$ cat src/rtl/pulse_stretch_pkg.sv
// Shared definitions for the LED pulse stretcher (and its sibling debouncer):
// state encoding, counter width and default 50 MHz timing constants.
package pulse_stretch_pkg;

  localparam int CNT_W = 20;

  // Encoding chosen so that dout is state bit 0 and busy is the OR of both bits.
  localparam logic [1:0] ST_IDLE = 2'b00;
  localparam logic [1:0] ST_ON   = 2'b01;
  localparam logic [1:0] ST_OFF  = 2'b10;

  typedef enum logic [1:0] {
    S_IDLE = ST_IDLE,
    S_ON   = ST_ON,
    S_OFF  = ST_OFF
  } state_e;

  // 20 ms and 10 ms at 50 MHz.
  localparam logic [CNT_W-1:0] T_20MS = 20'hF_4240;
  localparam logic [CNT_W-1:0] T_10MS = 20'h7_A120;

endpackage

$ cat src/rtl/pulse_stretch_dn_cnt_load.sv
// Loadable down counter with zero flag. Load has priority over decrement;
// the caller gates en so the count never wraps below zero.
module dn_cnt_load
  import pulse_stretch_pkg::*;
#(
  parameter int W = CNT_W
) (
  input  logic         clk,
  input  logic         n_rst,
  input  logic         load,
  input  logic         en,
  input  logic [W-1:0] load_val,
  output logic [W-1:0] value,
  output logic         zero
);

  logic [W-1:0] value_r;

  // Count register: load a fresh window length or step down by one.
  always_ff @(posedge clk or negedge n_rst) begin
    if (!n_rst) begin
      value_r <= {W{1'b0}};
    end else if (load) begin
      value_r <= load_val;
    end else if (en) begin
      value_r <= value_r - {{(W-1){1'b0}}, 1'b1};
    end else begin
      value_r <= value_r;
    end
  end

  assign value = value_r;
  assign zero  = (value_r == {W{1'b0}});

endmodule

$ cat src/rtl/pulse_stretch.sv
// Pulse stretcher: turns 1-cycle event strobes into an ON window of T_ON
// cycles followed by a mandatory OFF gap of T_OFF cycles. One event may be
// queued while a window is running; further events are dropped and flagged.
// Optional build macro PULSE_STRETCH_RETRIGGER_EN: an event during ON
// restarts the ON window instead of being queued.
module pulse_stretch
  import pulse_stretch_pkg::*;
#(
  parameter logic [CNT_W-1:0] T_ON  = T_20MS,
  parameter logic [CNT_W-1:0] T_OFF = T_10MS
) (
  input  logic clk,
  input  logic n_rst,
  input  logic din,
  output logic dout,
  output logic busy,
  output logic drop
);

  localparam logic [CNT_W-1:0] CNT_ONE  = {{(CNT_W-1){1'b0}}, 1'b1};
  localparam logic [CNT_W-1:0] T_ON_LD  = T_ON - CNT_ONE;
  localparam logic [CNT_W-1:0] T_OFF_LD = T_OFF - CNT_ONE;

  state_e           state_r;
  state_e           state_nxt_s;
  logic             pending_r;
  logic             pending_nxt_s;
  logic             drop_r;
  logic             drop_nxt_s;
  logic             load_s;
  logic [CNT_W-1:0] load_val_s;
  logic             cnt_en_s;
  logic [CNT_W-1:0] cnt_s;
  logic             cnt_zero_s;
  logic             last_s;

  // The zero flag guards the decrement (no wrap); the value decides when a
  // window has run out.
  assign last_s = (cnt_s == {CNT_W{1'b0}});

  dn_cnt_load #(
    .W(CNT_W)
  ) u_cnt (
    .clk      (clk),
    .n_rst    (n_rst),
    .load     (load_s),
    .en       (cnt_en_s),
    .load_val (load_val_s),
    .value    (cnt_s),
    .zero     (cnt_zero_s)
  );

  // Next-state, counter control, pending queue and drop decision.
  always_comb begin
    state_nxt_s   = state_r;
    pending_nxt_s = pending_r;
    drop_nxt_s    = 1'b0;
    load_s        = 1'b0;
    load_val_s    = T_ON_LD;
    cnt_en_s      = 1'b0;
    case (state_r)
      S_IDLE: begin
        if (din) begin
          state_nxt_s = S_ON;
          load_s      = 1'b1;
          load_val_s  = T_ON_LD;
        end else begin
          state_nxt_s = S_IDLE;
        end
      end
      S_ON: begin
        cnt_en_s = ~cnt_zero_s;
`ifdef PULSE_STRETCH_RETRIGGER_EN
        if (din) begin
          // Extend the running blink; nothing is queued or dropped.
          state_nxt_s = S_ON;
          load_s      = 1'b1;
          load_val_s  = T_ON_LD;
        end else if (last_s) begin
          state_nxt_s = S_OFF;
          load_s      = 1'b1;
          load_val_s  = T_OFF_LD;
        end else begin
          state_nxt_s = S_ON;
        end
`else
        if (din && pending_r) begin
          drop_nxt_s = 1'b1;
        end else if (din) begin
          pending_nxt_s = 1'b1;
        end else begin
          pending_nxt_s = pending_r;
        end
        if (last_s) begin
          state_nxt_s = S_OFF;
          load_s      = 1'b1;
          load_val_s  = T_OFF_LD;
        end else begin
          state_nxt_s = S_ON;
        end
`endif
      end
      S_OFF: begin
        cnt_en_s = ~cnt_zero_s;
        if (last_s) begin
          // Gap complete: a queued or same-cycle event starts the next blink.
          if (pending_r || din) begin
            state_nxt_s   = S_ON;
            load_s        = 1'b1;
            load_val_s    = T_ON_LD;
            pending_nxt_s = 1'b0;
          end else begin
            state_nxt_s = S_IDLE;
          end
        end else if (din && pending_r) begin
          drop_nxt_s = 1'b1;
        end else if (din) begin
          pending_nxt_s = 1'b1;
        end else begin
          state_nxt_s = S_OFF;
        end
      end
      default: begin
        state_nxt_s   = S_IDLE;
        pending_nxt_s = 1'b0;
      end
    endcase
  end

  // State, pending flag and drop pulse registers.
  always_ff @(posedge clk or negedge n_rst) begin
    if (!n_rst) begin
      state_r   <= S_IDLE;
      pending_r <= 1'b0;
      drop_r    <= 1'b0;
    end else begin
      state_r   <= state_nxt_s;
      pending_r <= pending_nxt_s;
      drop_r    <= drop_nxt_s;
    end
  end

  // Outputs come straight from register bits, so they cannot glitch.
  assign dout = state_r[0];
  assign busy = state_r[0] | state_r[1];
  assign drop = drop_r;

endmodule

$ cat config.mk
export PLATFORM = sky130hd
export DESIGN_NAME = pulse_stretch
export DESIGN_NICKNAME = d
export VERILOG_FILES = /design/src/rtl/pulse_stretch_pkg.sv /design/src/rtl/pulse_stretch_dn_cnt_load.sv /design/src/rtl/pulse_stretch.sv
export SDC_FILE = /design/constraint.sdc
export NUM_CORES = 1
export LEC_CHECK = 0
export CAP_MARGIN = 20
export CORE_ASPECT_RATIO = 0.75
export CORE_MARGIN = 2
export CORE_UTILIZATION = 45
export CTS_CLUSTER_DIAMETER = 120
export DETAILED_ROUTE_END_ITERATION = 12
export GPL_ROUTABILITY_DRIVEN = 1
export HOLD_SLACK_MARGIN = 0.15
export MAX_ROUTING_LAYER = met4
export SYNTH_ARGS = -nofsm -noshare
export SYNTH_HDL_FRONTEND = slang
export SYNTH_SLANG_ARGS = --single-unit
$ cat constraint.sdc
create_clock -name clk -period 2.5 [get_ports clk]
set_input_delay 0.5 -clock clk [delete_from_list [all_inputs] [get_ports clk]]
set_output_delay 0.5 -clock clk [all_outputs]
set_load 0.1 [all_outputs]
**Run 1: supply network**

The bar under the picture is 20 um long. Pins as bars on the die edge. Tap cells in gray.
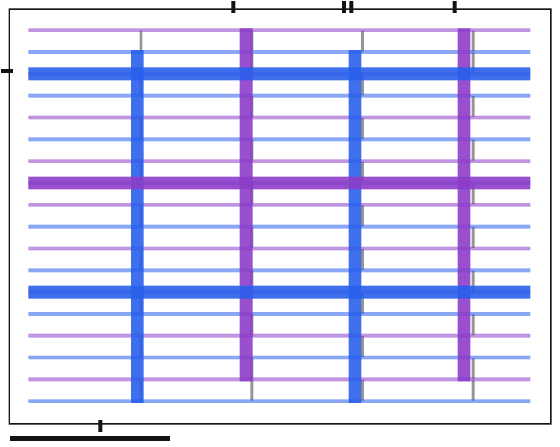
Purple is VDD. Blue is VSS.
4 straps on met4. The core has 17 rows. 38 tap cells. 3 straps on met5.
DIE WIDTH: 67.3 um
VDD IR max: 0.390 mV
die height: 51.5 um
core area: 2890 um2

**Run 1: cells colored by class**

The bar under the picture is 20 um long.
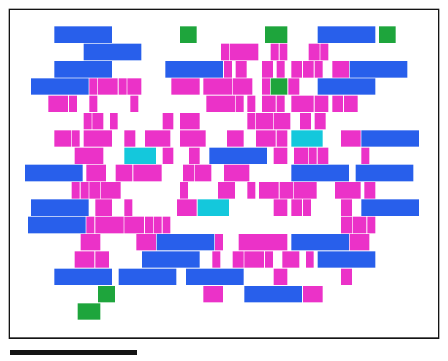
Green is other buffers and delay cells, cells 6, share of their area 3.5%. Magenta is combinational and other logic, cells 115, share of their area 52%. Cyan is clock drivers, cells 3, share of their area 2.9%. Blue is flops, cells 24, share of their area 42%.
FP Rows: 17
Design Area, Final: 1490 um2
Core Util, Final: 0.514

==> flow_metrics.env, run 1 <==
# implementation run metrics
export IMPL_outcome="finished, final reports clean"
export IMPL_final_common_cell="dfrtp_1"
export IMPL_gr_total_overflow=0
export IMPL_worstMarginPinSlew_ns=0.498
export IMPL_critical_path_startpoint="state_r[0]"
export IMPL_synth_top_cells_by_count="dfrtp_1 (24), nand2_1 (18), nor2_1 (13), xnor2_1 (13), nor3_1 (7)"
export IMPL_grt_max_degree=25
export IMPL_finalHoldViolations=0
export IMPL_nets=159
export IMPL_clkSlewWorstSetupHoldPaths_ns=0.09
export IMPL_holdPathStages=2
export IMPL_syn_inst=140
export IMPL_ys_flop_type="dfrtp_1"
export IMPL_fin_hold_ws_ns=0.532
export IMPL_most_common_cell="dfrtp_1"
export IMPL_io_buffers=5
export IMPL_grt_busiest_layer="met2"
export IMPL_yosysWarnings=0
export IMPL_vias=1050
export IMPL_area_leaders="dfrtp_1 (44%), xnor2_1 (8.4%), ha_1 (5.6%), nand2_1 (5.0%), nor2_1 (3.6%)"
export IMPL_ioPinCount=6
export IMPL_yosys_cells=140
export IMPL_crit_buf_inv=1
export IMPL_tapCellCount=38
export IMPL_drt_total_wl_um=2860
export IMPL_async_flop_share=1.00
export IMPL_yosysTopAreaCell="dfrtp_1"
export IMPL_dp_slack_ns=0.206
export IMPL_drv_slew=0
export IMPL_grt_util_met1=0.275
export IMPL_worstPathArrival_ns=2.31
export IMPL_dpl_instance_area_um2=1450
export IMPL_synth_simple_area_share=0.268
export IMPL_antenna_found_initial=0
export IMPL_grt_setup_unrepaired="no"
export IMPL_synth_flops=24
export IMPL_p_per_area_nw_per_um2=721
export IMPL_cts_tree="yes"
export IMPL_drive_gt1_frac=0.115
export IMPL_hold_path_end="drop"
export IMPL_cp_slowest_cell="dfrtp_1"
export IMPL_reg2reg_from="state_r[0]"
export IMPL_logic_gates=109
export IMPL_clockRootBuffer="clkbuf_8"
export IMPL_synthToLayoutAreaGrowth_pct=9.90
export IMPL_synth_area_um2=1350
export IMPL_edf_count=0
export IMPL_worst_path_stages=7
export IMPL_fp_util=0.468
export IMPL_cts_max_level=1
export IMPL_path_cells="inv_1 -> ha_1 -> nand3_1 -> o21bai_2 -> o41a_1 -> o21ai_0 -> o21ai_0"
export IMPL_cts_made_buffers=3
export IMPL_regArea_um2=601
export IMPL_ys_chip_area_um2=1350
export IMPL_hpwl_um=2110
export IMPL_top_layer_used="met4"
export IMPL_largest_class="combinational gates"
export IMPL_use_met2=0.297
export IMPL_met1_length_um=1380
export IMPL_fmax_mhz=463
export IMPL_grt_pass1_wl_um=5070
export IMPL_rr_worst_depth=7
export IMPL_final_cell_mix="dfrtp_1 (24), nand2_1 (18), nor2_1 (13), xnor2_1 (13), nor3_1 (7)"
export IMPL_worstSkewPairLatency_ns=0.27
export IMPL_worst_slack_ns=0.338
export IMPL_worstSetupStartpointType="flip-flop"
export IMPL_final_antenna_net_count=0
export IMPL_buf_share=0.0337
export IMPL_cp_max_fo=10
export IMPL_clock_skew_ns=0.00874
export IMPL_drc=0
export IMPL_hp_class="reg -> reg"
export IMPL_fin_tns_setup_ns=0
export IMPL_grt_pass1_vias=1053
export IMPL_finalCritPeriodShare=0.865
export IMPL_leakagePower_uw=0.000572
export IMPL_period_needed_ns=2.16
export IMPL_clock_path_buffers=2
export IMPL_wl_met2_um=1290
export IMPL_seq_area_frac=0.404
export IMPL_syn_nets=149
export IMPL_combGateArea_um2=724
export IMPL_finalSetupViolCount=0
export IMPL_nClkBuffers=3
export IMPL_drt_iter0_drc=128
export IMPL_crit_path_frequent_cell="o21ai_0"
export IMPL_xor_share=0.0907
export IMPL_clkCellAreaFrac=0.0278
export IMPL_avgSynthCellArea_um2=9.66
export IMPL_via_per_inst=5.65
export IMPL_avgRoutedWirePerCell_um=15.4
export IMPL_drv_cap=0
export IMPL_logic_family="simple AND/OR/NAND/NOR gates"
export IMPL_openroad_warnings=30
export IMPL_fillerInstances=282
export IMPL_crit_path_end="u_cnt.value[13]"
export IMPL_mux_share=0
export IMPL_postSynthSeqShare=0.444
export IMPL_postCtsSetupBuffers=0
export IMPL_compound_area_frac=0.121
export IMPL_cp_required_ns=2.65
export IMPL_clock_sinks=24
export IMPL_cts_hold_buf=0
export IMPL_r2r_end="u_cnt.value[13]"
export IMPL_grt_usage=0.207
export IMPL_diodes=0
export IMPL_n_all_inverters=6
export IMPL_adder_share=0.0555
export IMPL_r2r_slack_ns=0.34
export IMPL_critPathMaxStageDelay_ns=0.46
export IMPL_min_delay_start="pending_r"
export IMPL_ys_types=40
export IMPL_comb_share=0.487
export IMPL_die_area_um2=3460
export IMPL_post_cts_resized=0
export IMPL_seq_cells=24
export IMPL_num_nonclk_buffers=6
export IMPL_gp_congestion=0.834
export IMPL_cp_end_kind="flip-flop"
export IMPL_met3_length_um=136
export IMPL_critPathTopFamily="AND-OR/OR-AND gates"
export IMPL_first_pass_iters=4
export IMPL_grtUsageMet3=0.0705
export IMPL_top_area_frac=0.444
export IMPL_relSlewSlack=0.668
export IMPL_critPathKind="reg -> reg"
**Run 1: clock wires, drivers and flops**

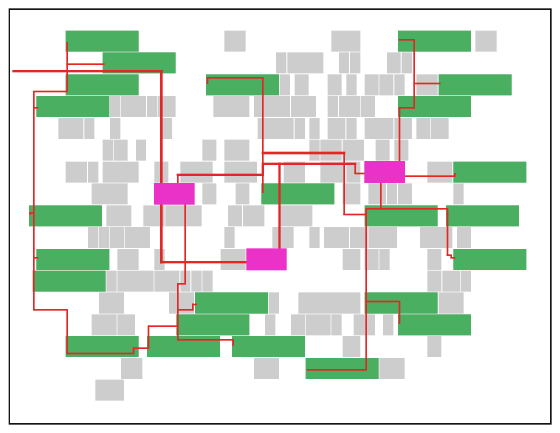
Green is flip-flops, count 24. Magenta is clock drivers, count 3. Red is clock wires, length 328 um.
Position of the flops: all over the die.

## run 1: per-stage QoR
stage | instances | utilization | total power (uW)
5_1_grt | 186 | 0.514 | 1140
6_report | 186 | 0.514 | 1070
4_1_cts | 186 | 0.514 | 1080
3_3_place_gp | 183 | 0.500 | 836
3_5_place_dp | 183 | 0.500 | 847
2_1_floorplan | 140 | - | 760
## run 1: where the power goes
part / switching (uW) / internal [uW]
logic: 184 / 119
registers: 79.3 / 458
clock network: 123 / 108
## run 1: worst register-to-register path, stage by stage (launching register included)
cell and delay, ns:
dfrtp_1 0.46, inv_1 0.09, ha_1 0.40, nand3_1 0.12, o21bai_2 0.33, o41a_1 0.36
o21ai_0 0.17, o21ai_0 0.11
## run 1: flip-flops by register name, indices dropped and copies added, names as in the netlist
name and flops:
state_r 2, drop 1, pending_r 1, u_cnt.value 20
**Run 1: wiring by layer**

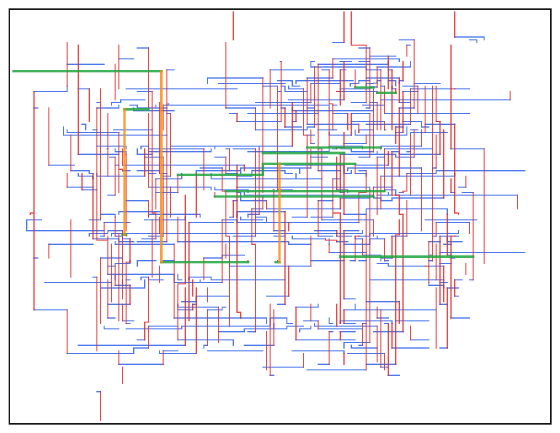

==> inputs of run 2 (changes only) <==
- ABC_AREA: not set -> 1
- CORE_MARGIN: 2 -> not set
**Run 2: wiring by layer**

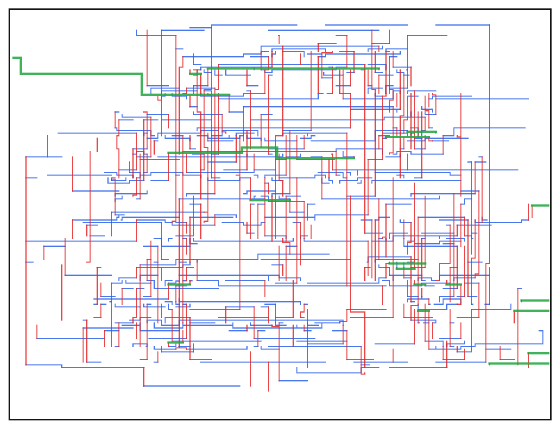
Green is metal 3, wire length 132 um. Blue is metal 1, wire length 1680 um. Red is metal 2, wire length 1380 um.

**Run 2: clock wires, drivers and flops**

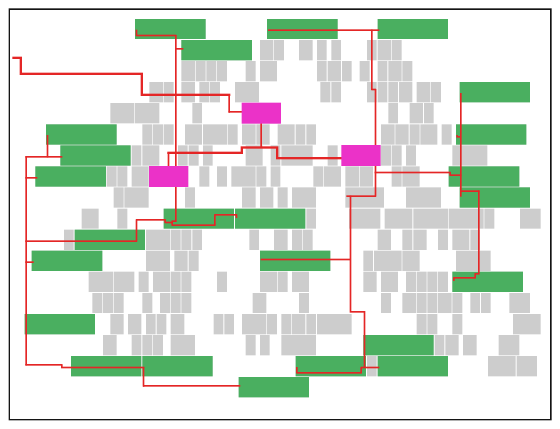
Magenta is clock drivers, count 3. Red is clock wires, length 337 um. Green is flip-flops, count 24.
There are 4 routed clock nets.

==> flow_metrics.env, run 2 <==
# implementation run metrics
export IMPL_reg2reg_from="u_cnt.value[0]"
export IMPL_first_pass_iters=4
export IMPL_seq_area_frac=0.358
export IMPL_worst_slack_ns=0.470
export IMPL_clockRootBuffer="clkbuf_8"
export IMPL_combGateArea_um2=836
export IMPL_top_layer_used="met3"
export IMPL_leakagePower_uw=0.000827
export IMPL_crit_buf_inv=2
export IMPL_diodes=0
export IMPL_synthToLayoutAreaGrowth_pct=8.50
export IMPL_gp_congestion=0.781
export IMPL_drt_total_wl_um=3190
export IMPL_maxPowerGroup="sequential cells"
export IMPL_cp_slowest_cell="dfrtp_1"
export IMPL_fin_area_um2=1680
export IMPL_via_per_inst=5.15
export IMPL_placedCellCount=253
export IMPL_grt_pass1_wl_um=5490
export IMPL_largest_register_ffs=20
export IMPL_grt_util_met1=0.263
export IMPL_drive_gt1_frac=0.129
export IMPL_async_flop_share=1.00
export IMPL_comb_power_uw=22.5
export IMPL_clkSlewWorstSetupHoldPaths_ns=0.09
export IMPL_dp_slack_ns=0.354
export IMPL_num_nonclk_buffers=6
export IMPL_use_met2=0.316
export IMPL_final_antenna_net_count=0
export IMPL_clkCellAreaFrac=0.0328
export IMPL_switchingPower_uw=145
export IMPL_p_clk_uw=269
export IMPL_worstPathArrival_ns=2.19
export IMPL_finalPower_uw=680
export IMPL_die_area_um2=3680
export IMPL_seq_power_share=0.572
export IMPL_final_cell_mix="nand2_1 (60), nor2_1 (26), nand3_1 (24), dfrtp_1 (24), inv_1 (19)"
export IMPL_adder_share=0.0485
export IMPL_clock_path_buffers=2
export IMPL_period_needed_ns=2.03
export IMPL_syn_nets=219
export IMPL_internal_power_uw=535
export IMPL_ys_flop_type="dfrtp_1"
export IMPL_drv_cap=0
export IMPL_fin_util=0.510
export IMPL_synth_top_cells_by_count="nand2_1 (60), nor2_1 (26), dfrtp_1 (24), nand3_1 (24), inv_1 (19)"
export IMPL_finalSetupViolCount=0
export IMPL_ys_chip_area_um2=1550
export IMPL_critPathMaxStageDelay_ns=0.40
export IMPL_crit_path_frequent_cell="nand2_1"
export IMPL_final_cells=257
export IMPL_drv_slew=0
export IMPL_finalHoldViolations=0
export IMPL_cp_max_fo=15
export IMPL_hpwl_um=2330
export IMPL_yosysTopAreaCell="dfrtp_1"
export IMPL_core_um2=3290
export IMPL_buf_share=0.0298
export IMPL_cts_tree="yes"
export IMPL_die_width_um=69.7
export IMPL_drt_iter0_drc=80
export IMPL_min_delay_start="u_cnt.value[18]"
export IMPL_synth_simple_area_share=0.391
export IMPL_logic_family="simple AND/OR/NAND/NOR gates"
export IMPL_antenna_found_initial=0
export IMPL_area_leaders="dfrtp_1 (39%), nand2_1 (15%), nand3_1 (7.8%), nor2_1 (6.3%), xor2_1 (5.7%)"
export IMPL_compound_area_frac=0.0332
export IMPL_swShare=0.213
export IMPL_grt_busiest_layer="met2"
export IMPL_cts_hold_buf=0
export IMPL_postCtsSetupBuffers=0
export IMPL_fin_hold_ws_ns=0.528
export IMPL_tapCellCount=40
export IMPL_wl_met2_um=1380
export IMPL_hp_class="reg -> reg"
export IMPL_relSlewSlack=0.777
export IMPL_cp_end_kind="flip-flop"
export IMPL_rows=18
export IMPL_comb_share=0.498
export IMPL_path_cells="inv_1 -> ha_1 -> nand2_1 -> nor2_2 -> nand3_2 -> nand2_2 -> inv_2 -> nand2_1 -> xor2_1 -> nor2_1"
export IMPL_power_sequential_uw=389
export IMPL_regArea_um2=601
export IMPL_ioPinCount=6
export IMPL_critical_path_startpoint="u_cnt.value[0]"
export IMPL_grtUsageMet3=0.0481
export IMPL_logic_gates=160
export IMPL_edf_count=0
export IMPL_met1_length_um=1680
export IMPL_synth_area_um2=1550
export IMPL_p_per_area_nw_per_um2=405
export IMPL_yosysWarnings=0
export IMPL_cp_required_ns=2.66
export IMPL_fillerInstances=336
export IMPL_avgRoutedWirePerCell_um=12.4
export IMPL_gr_total_overflow=0
export IMPL_worstSetupStartpointType="flip-flop"
export IMPL_die_y_um=52.8
export IMPL_outcome="finished, final reports clean"
export IMPL_ys_types=26
export IMPL_p_clk_frac=0.395
export IMPL_combPwrFrac=0.033
export IMPL_synth_flops=24
export IMPL_most_common_cell="nand2_1"
export IMPL_yosys_cells=210
export IMPL_grt_setup_unrepaired="no"
export IMPL_grt_max_degree=25
export IMPL_final_common_cell="nand2_1"
export IMPL_peakVddDrop_mv=0.359
export IMPL_avgSynthCellArea_um2=7.36
export IMPL_critPathKind="reg -> reg"
export IMPL_grt_usage=0.197
export IMPL_nClkBuffers=4
export IMPL_cts_max_level=1
export IMPL_syn_inst=210
export IMPL_clock_sinks=24
export IMPL_nets=227
export IMPL_worstMarginPinSlew_ns=0.332
export IMPL_dpl_instance_area_um2=1620
export IMPL_n_all_inverters=23
export IMPL_top_area_frac=0.388
export IMPL_vias=1324
export IMPL_fin_tns_setup_ns=0
export IMPL_finalCritPeriodShare=0.812
export IMPL_fmax_mhz=493
run 2: cell types whose count changed in the layout (fill, tap and decap cells not counted), moves of 4 or more:
cell | before | now
nor2_2 | 0 | 8
nand3_1 | 5 | 24
inv_1 | 6 | 19
nor4_1 | 4 | 0
xnor2_1 | 13 | 2
nor3_1 | 7 | 1
nor2_1 | 13 | 26
inv_2 | 0 | 4
nand2_1 | 18 | 60
xor2_1 | 1 | 10
run 2: worst paths after layout:
kind | endpoint | slack (ns) | cells past startpoint
min in group asynchronous | pending_r | 0.58 | 2
max in group asynchronous | u_cnt.value[4] | 1.67 | 2
worst min register to register | u_cnt.value[18] | 0.53 | 2
worst max-delay path | u_cnt.value[11] | 0.47 | 10
worst min-delay path | u_cnt.value[18] | 0.53 | 2
worst max register to register | u_cnt.value[11] | 0.47 | 10
**Run 2: cells colored by class**

The bar under the picture is 20 um long.
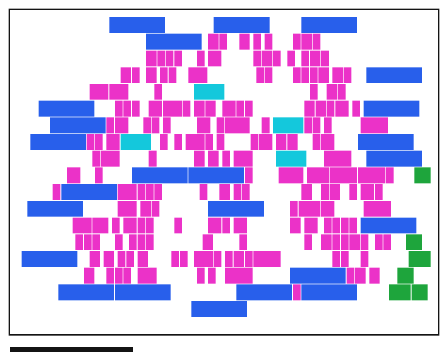

==> inputs of run 3 (changes only) <==
- clock period: 2.5 -> 1.7 ns (I/O delays scaled with it)
**Run 3: cells colored by class**

The bar under the picture is 20 um long.
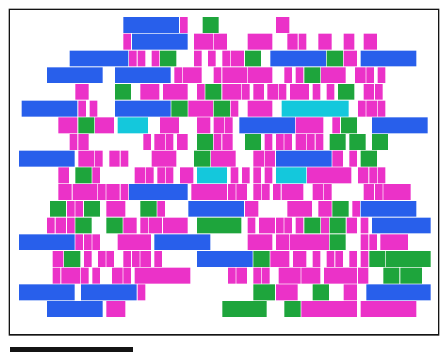
Green is other buffers and delay cells, cells 40, share of their area 16%. Blue is flops, cells 24, share of their area 28%. Magenta is combinational and other logic, cells 185, share of their area 52%. Cyan is clock drivers and dummy loads, cells 4, share of their area 3.3%.

==> flow_metrics.env, run 3 <==
# implementation run metrics
export IMPL_nClkBuffers=3
export IMPL_core_um2=3290
export IMPL_p_clk_uw=526
export IMPL_grt_pass1_vias=1313
export IMPL_grt_usage=0.221
export IMPL_compound_area_frac=0.0332
export IMPL_largest_class="combinational gates"
export IMPL_final_common_cell="nand2_1"
export IMPL_num_nonclk_buffers=40
export IMPL_cts_hold_buf=0
export IMPL_peakVddDrop_mv=0.305
export IMPL_cp_max_fo=3
export IMPL_clock_skew_ns=0.00761
export IMPL_cp_slowest_cell="dfrtp_1"
export IMPL_internal_power_uw=902
export IMPL_period_needed_ns=1.70
export IMPL_die_y_um=52.8
export IMPL_clock_path_buffers=2
export IMPL_drv_slew=0
export IMPL_postCtsSetupBuffers=0
export IMPL_finalHoldViolations=0
export IMPL_power_sequential_uw=572
export IMPL_critPathTopFamily="simple AND/OR/NAND/NOR gates"
export IMPL_cts_tree="yes"
export IMPL_synth_flops=24
export IMPL_postSynthSeqShare=0.388
export IMPL_post_cts_resized=8
export IMPL_diodes=0
export IMPL_yosysTopAreaCell="dfrtp_1"
export IMPL_area_leaders="dfrtp_1 (39%), nand2_1 (15%), nand3_1 (7.8%), nor2_1 (6.3%), xor2_1 (5.7%)"
export IMPL_tapCellCount=40
export IMPL_worst_slack_ns=-0.000411
export IMPL_crit_path_frequent_cell="nand2_1"
export IMPL_adder_share=0.0485
export IMPL_dp_slack_ns=-0.122
export IMPL_drt_total_wl_um=4330
export IMPL_seq_area_frac=0.277
export IMPL_p_per_area_nw_per_um2=520
export IMPL_buf_share=0.156
export IMPL_syn_inst=210
export IMPL_seq_cells=24
export IMPL_worstPathArrival_ns=1.91
export IMPL_fillerInstances=268
export IMPL_relSlewSlack=0.675
export IMPL_vias=1539
export IMPL_finalSetupViolCount=1
export IMPL_worstSkewPairLatency_ns=0.28
export IMPL_maxPowerGroup="sequential cells"
export IMPL_die_width_um=69.7
export IMPL_outcome="complete, but fails checks"
export IMPL_gr_total_overflow=0
export IMPL_via_per_inst=5.25
export IMPL_hp_class="in -> async"
export IMPL_swShare=0.209
export IMPL_drive_gt1_frac=0.383
export IMPL_largest_register_ffs=20
export IMPL_most_common_cell="nand2_1"
export IMPL_ys_types=26
export IMPL_comb_power_uw=42.5
export IMPL_wl_met2_um=2090
export IMPL_nets=263
export IMPL_worstMarginPinSlew_ns=0.486
export IMPL_avgSynthCellArea_um2=7.36
export IMPL_fin_tns_setup_ns=-0.000411
export IMPL_drv_cap=0
export IMPL_antenna_found_initial=0
export IMPL_violations="setup timing"
export IMPL_rr_worst_depth=10
export IMPL_drt_iter0_drc=136
export IMPL_final_cell_mix="nand2_1 (52), buf_4 (35), nor2_1 (22), nand3_1 (22), dfrtp_1 (20)"
export IMPL_io_buffers=5
export IMPL_combPwrFrac=0.037
export IMPL_synth_top_cells_by_count="nand2_1 (60), nor2_1 (26), dfrtp_1 (24), nand3_1 (24), inv_1 (19)"
export IMPL_logic_family="simple AND/OR/NAND/NOR gates"
export IMPL_grt_pass1_wl_um=6090
export IMPL_reg2reg_from="u_cnt.value[16]"
export IMPL_ioPinCount=6
export IMPL_cts_made_buffers=3
export IMPL_syn_nets=219
export IMPL_n_all_inverters=23
export IMPL_clock_sinks=24
export IMPL_hpwl_um=2680
export IMPL_critPathKind="reg -> reg"
export IMPL_cts_max_level=1
export IMPL_leakagePower_uw=0.00101
export IMPL_grt_setup_unrepaired="yes"
export IMPL_met3_length_um=275
export IMPL_synth_area_um2=1550
export IMPL_final_antenna_net_count=0
export IMPL_drc=0
export IMPL_seq_power_share=0.502
export IMPL_grt_busiest_layer="met2"
**Run 3: routing congestion**

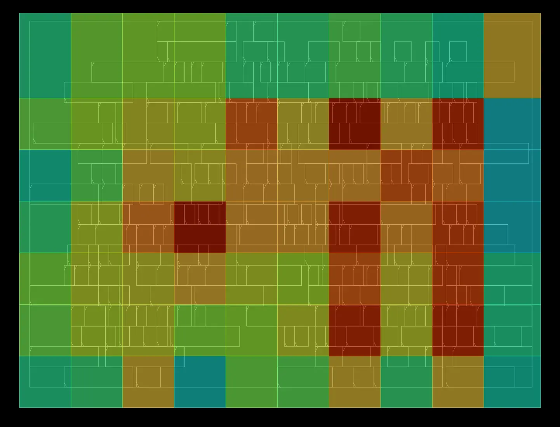
Global Route met1 Usage: 0.280
Core Util, Final: 0.667
met3 global-route usage: 0.0481

==> run 3: cell counts after synthesis <==
No cell type changed its count.
==> run 3: worst max path at each step <==
stage | from | end | slack, ns | cells past startpoint
final | u_cnt.value[16] | u_cnt.value[8] | -0.0004 | 10
after global routing | u_cnt.value[0] | u_cnt.value[14] | -0.06 | 11
after CTS | u_cnt.value[0] | u_cnt.value[8] | 0.005 | 11
after detailed placement | din | u_cnt.value[4] | -0.12 | 8
after global placement | din | u_cnt.value[4] | -0.06 | 8
after floorplan | state_r[0] | pending_r | -0.04 | 5
==> run 3: metrics by stage <==
stage	total power (uW)	cell area (um2)	cells
2_1_floorplan	596	1580	210
3_3_place_gp	625	1840	273
3_5_place_dp	626	1840	273
4_1_cts	1140	1930	277
5_1_grt	1170	2190	293
6_report	1140	2190	293
No activity file was given, so power comes from the tool's default toggle rates.
